`src/rtl/sr_drv_pkg.sv`:
```
// rtl/sr_drv_pkg.sv - shared states, S/R command codes and helpers for the SR excitation driver
package sr_drv_pkg;

    typedef enum logic [1:0] {
        IDLE  = 2'd0,
        DRIVE = 2'd1,
        CHECK = 2'd2
    } state_t;

    // {s, r} command codes
    localparam logic [1:0] SR_HOLD    = 2'b00;
    localparam logic [1:0] SR_RST     = 2'b01;
    localparam logic [1:0] SR_SET     = 2'b10;
    localparam logic [1:0] SR_ILLEGAL = 2'b11;

    function automatic int max2(input int a, input int b);
        return (a > b) ? a : b;
    endfunction

endpackage

```
`src/rtl/sr_excite_enc.sv`:
```
// rtl/sr_excite_enc.sv - maps (current q, target q) to the S/R excitation code
module sr_excite_enc
    import sr_drv_pkg::*;
(
    input  logic       cur_q,
    input  logic       tgt_q,
    output logic [1:0] sr_code
);

    logic [1:0] raw;

    // Excitation table of an SR flop; the final guard keeps S=R=1 off the wire
    always_comb begin
        raw = SR_HOLD;
        if (cur_q != tgt_q) begin
            raw = tgt_q ? SR_SET : SR_RST;
        end
        sr_code = (raw == SR_ILLEGAL) ? SR_HOLD : raw;
    end

endmodule

```
`src/rtl/sr_excitation_driver.sv`:
```
// rtl/sr_excitation_driver.sv - drives an SR flop toward accepted targets and checks q feedback
module sr_excitation_driver
    import sr_drv_pkg::*;
#(
    parameter int HOLD_CYCLES = 1,
    parameter int TIMEOUT     = 4,
    parameter int CNT_W       = 8
) (
    input  logic             clk,
    input  logic             rst,
    input  logic             tgt_valid,
    input  logic             tgt_d,
    output logic             tgt_ready,
    output logic             s,
    output logic             r,
    input  logic             q_fb,
    output logic             busy,
    output logic             done,
    output logic             err,
    output logic [CNT_W-1:0] err_cnt,
    output logic             model_q
);

    localparam int CW = $clog2(max2(HOLD_CYCLES, TIMEOUT)) + 1;
    localparam logic [CW-1:0] HOLD_LD = CW'(HOLD_CYCLES - 1);
    localparam logic [CW-1:0] TO_LD   = CW'(TIMEOUT - 1);

    state_t        state;
    logic          tgt_q;
    logic [CW-1:0] hold_cnt;
    logic [CW-1:0] to_cnt;
    logic [1:0]    enc_sr;

    // Excitation is computed against our tracked q, not the live feedback
    sr_excite_enc u_enc (
        .cur_q   (model_q),
        .tgt_q   (tgt_d),
        .sr_code (enc_sr)
    );

    assign tgt_ready = (state == IDLE);
    assign busy      = (state != IDLE);

    // Accept / drive / verify sequencer with registered s, r and status pulses
    always_ff @(posedge clk) begin
        if (rst) begin
            state    <= IDLE;
            s        <= 1'b0;
            r        <= 1'b0;
            done     <= 1'b0;
            err      <= 1'b0;
            err_cnt  <= '0;
            model_q  <= 1'b0;
            tgt_q    <= 1'b0;
            hold_cnt <= '0;
            to_cnt   <= '0;
        end else begin
            done <= 1'b0;
            err  <= 1'b0;
            case (state)
                IDLE: begin
                    if (tgt_valid) begin
                        tgt_q <= tgt_d;
                        if (enc_sr == SR_HOLD) begin
                            done <= 1'b1;
                        end else begin
                            {s, r}   <= enc_sr;
                            hold_cnt <= HOLD_LD;
                            state    <= DRIVE;
                        end
                    end
                end
                DRIVE: begin
                    if (hold_cnt == '0) begin
                        s      <= 1'b0;
                        r      <= 1'b0;
                        to_cnt <= TO_LD;
                        state  <= CHECK;
                    end else begin
                        hold_cnt <= hold_cnt - 1'b1;
                    end
                end
                CHECK: begin
                    if (q_fb == tgt_q) begin
                        done    <= 1'b1;
                        model_q <= tgt_q;
                        state   <= IDLE;
                    end else if (to_cnt == '0) begin
                        err <= 1'b1;
                        if (err_cnt != '1) begin
                            err_cnt <= err_cnt + 1'b1;
                        end
                        // Resync to what the flop actually holds
                        model_q <= q_fb;
                        state   <= IDLE;
                    end else begin
                        to_cnt <= to_cnt - 1'b1;
                    end
                end
                default: begin
                    s     <= 1'b0;
                    r     <= 1'b0;
                    state <= IDLE;
                end
            endcase
        end
    end

endmodule

```
`config.mk`:
```
export PLATFORM = sky130hd
export DESIGN_NAME = sr_excitation_driver
export DESIGN_NICKNAME = d
export VERILOG_FILES = /design/src/rtl/sr_drv_pkg.sv /design/src/rtl/sr_excite_enc.sv /design/src/rtl/sr_excitation_driver.sv
export SDC_FILE = /design/constraint.sdc
export NUM_CORES = 1
export LEC_CHECK = 0
export CAP_MARGIN = 40
export CORE_MARGIN = 3
export CORE_UTILIZATION = 46
export DETAILED_ROUTE_END_ITERATION = 10
export PLACE_DENSITY = 0.73
export SLEW_MARGIN = 25
export SYNTH_ARGS = -nofsm -noshare
export SYNTH_HDL_FRONTEND = slang
export SYNTH_SLANG_ARGS = --single-unit
```
`constraint.sdc`:
```
create_clock -name clk -period 1.65 [get_ports clk]
set_input_delay 0.165 -clock clk [delete_from_list [all_inputs] [get_ports clk]]
set_output_delay 0.165 -clock clk [all_outputs]
set_load 0.03 [all_outputs]
```
==> run summary <==
impl run done, here's what came out: Slew @ Worst Pin 326 ps, P_leak 0.743 nW, DP Area 1550 um2, ANT nets after route 0, layout cells sized above 1 0.241, Final Cycle Share 0.967, met2 Track Usage GR 0.320, Clock Path Buffers 2, critical path depth 6, post-DP HPWL 2130 um, endpoints failing hold 0, ys flops 22, final worst slack 54.4 ps, Initial Utilization 0.512, Commonest Layout Cell buf_4, # IOs 20, hold slack 500 ps, CP top delay family simple AND/OR/NAND/NOR gates, asr flop ratio synth 0, worst vdd ir 0.000550 V, hold_buf cts 0, PostCTS Resize Cnt 9, Critical-path top delay cell or4_1, HP Start hold_cnt[2], max_slew headroom 0.783, max-slew violations 0, setup violators final 0, Worst Path Arrival 1840 ps, Net count, final 190, die width 56.8 um, status finished, final reports clean, CP Capture Type flip-flop, setup slack, reg-to-reg 50 ps, number of global-route vias before repair 1118, Post-synth seq share 0.371
report_power, final:
group | internal (mW) | switching, mW
logic | 0.117 | 0.139
registers | 0.550 | 0.0113
clock network | 0.0850 | 0.160
total | 0.751 | 0.309
layer usage:
metal  vias up  share of wire
li1        571              -
met1       538           0.45
met2        12           0.52
met3         2          0.025
met4         0         0.0035
met5         -              0
kinds of logic after synthesis:
logic type | Yosys count | share of synthesized area
compound gates | 31 | 0.194
fa+ha+maj | 9 | 0.0948
buf+inv | 17 | 0.0548
flops | 22 | 0.371
mux | 3 | 0.0263
simple gates | 53 | 0.259
flip-flops by register name (all words and copies together), names as in the netlist:
signal	count
model_q	1
r	1
err_cnt	8
tgt_q	1
done	1
to_cnt	3
s	1
hold_cnt	3
err	1
state	2
Yosys cell counts, drive strengths merged, types with 2 or more instances:
cell type  instances
o21ai              5
nor3               6
nand2b             4
o31ai              2
nand4              2
buf                3
a32o               2
o311ai             3
a21oi             10
mux2i              2
or4                4
dfxtp             22
nor4               2
nor2              13
nand2              7
o41ai              2
a211oi             2
nand3              6
inv               13
nand3b             2
ha                 9
nor2b              3
per-stage QoR:
step / utilization / instances / power [mW]
final: 0.709 / 202 / 1.06
after global routing: 0.709 / 202 / 1.12
after CTS: 0.681 / 201 / 1.05
after detailed placement: 0.669 / 198 / 0.812
after global placement: 0.669 / 198 / 0.803
after floorplan: - / 135 / 0.708
area by class of cell:
| cell class | count | area [um2] |
|---|---|---|
| Clock buffer | 3 | 22.5 |
| Fill cell | 185 | 676 |
| Inverter | 13 | 48.8 |
| Multi-Input combinational cell | 96 | 734 |
| Sequential cell | 22 | 444 |
| Tap cell | 28 | 35.0 |
| Timing Repair Buffer | 40 | 358 |
==> images/final_placement.png <==
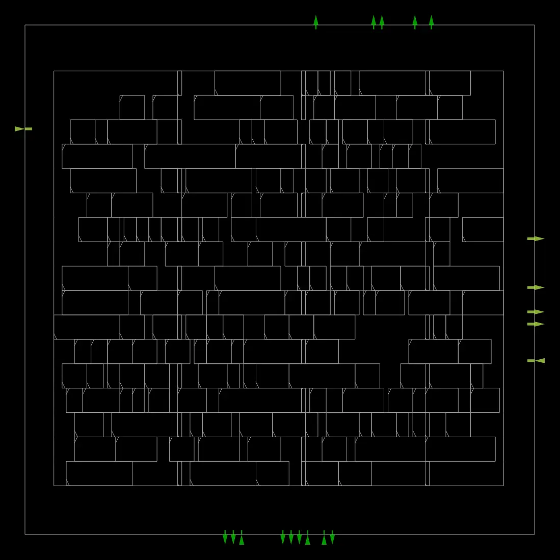
Core Region: 2320 um2
Well Taps: 28
row cnt: 17

==> images/cell_classes.png <==
Scale: 4 px per um.
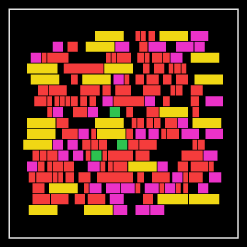
all other logic: in red, cells 109. flip-flops: in yellow, cells 22. other buffers and delay cells: in magenta, cells 40. cells driving clock nets: in green, cells 3.
flop share of the area: 0.270
Final Cell Area: 1640 um2
Final Util: 0.709

==> images/met3.png <==
Scale: 6 px per um.
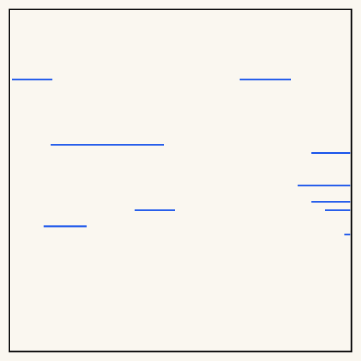
The layer holds 2.6% of the routed length. The wires run mostly horizontal. 9 nets have wire on it. The longest straight run is 18.6 um.
Vias: 1123
WL final: 2830 um
met3 Usage GRT: 0.0253

==> images/metal_stack.png <==
Scale: 6 px per um. Two of the layers only.
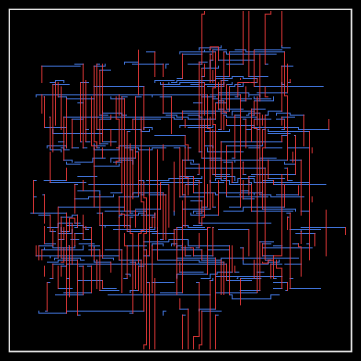
met1: in blue, wire length 1270 um. met2: in red, wire length 1480 um.
routed len/inst: 14.0 um
Overall Global Routing Usage: 0.178

Power and IR drop assume default switching activity.
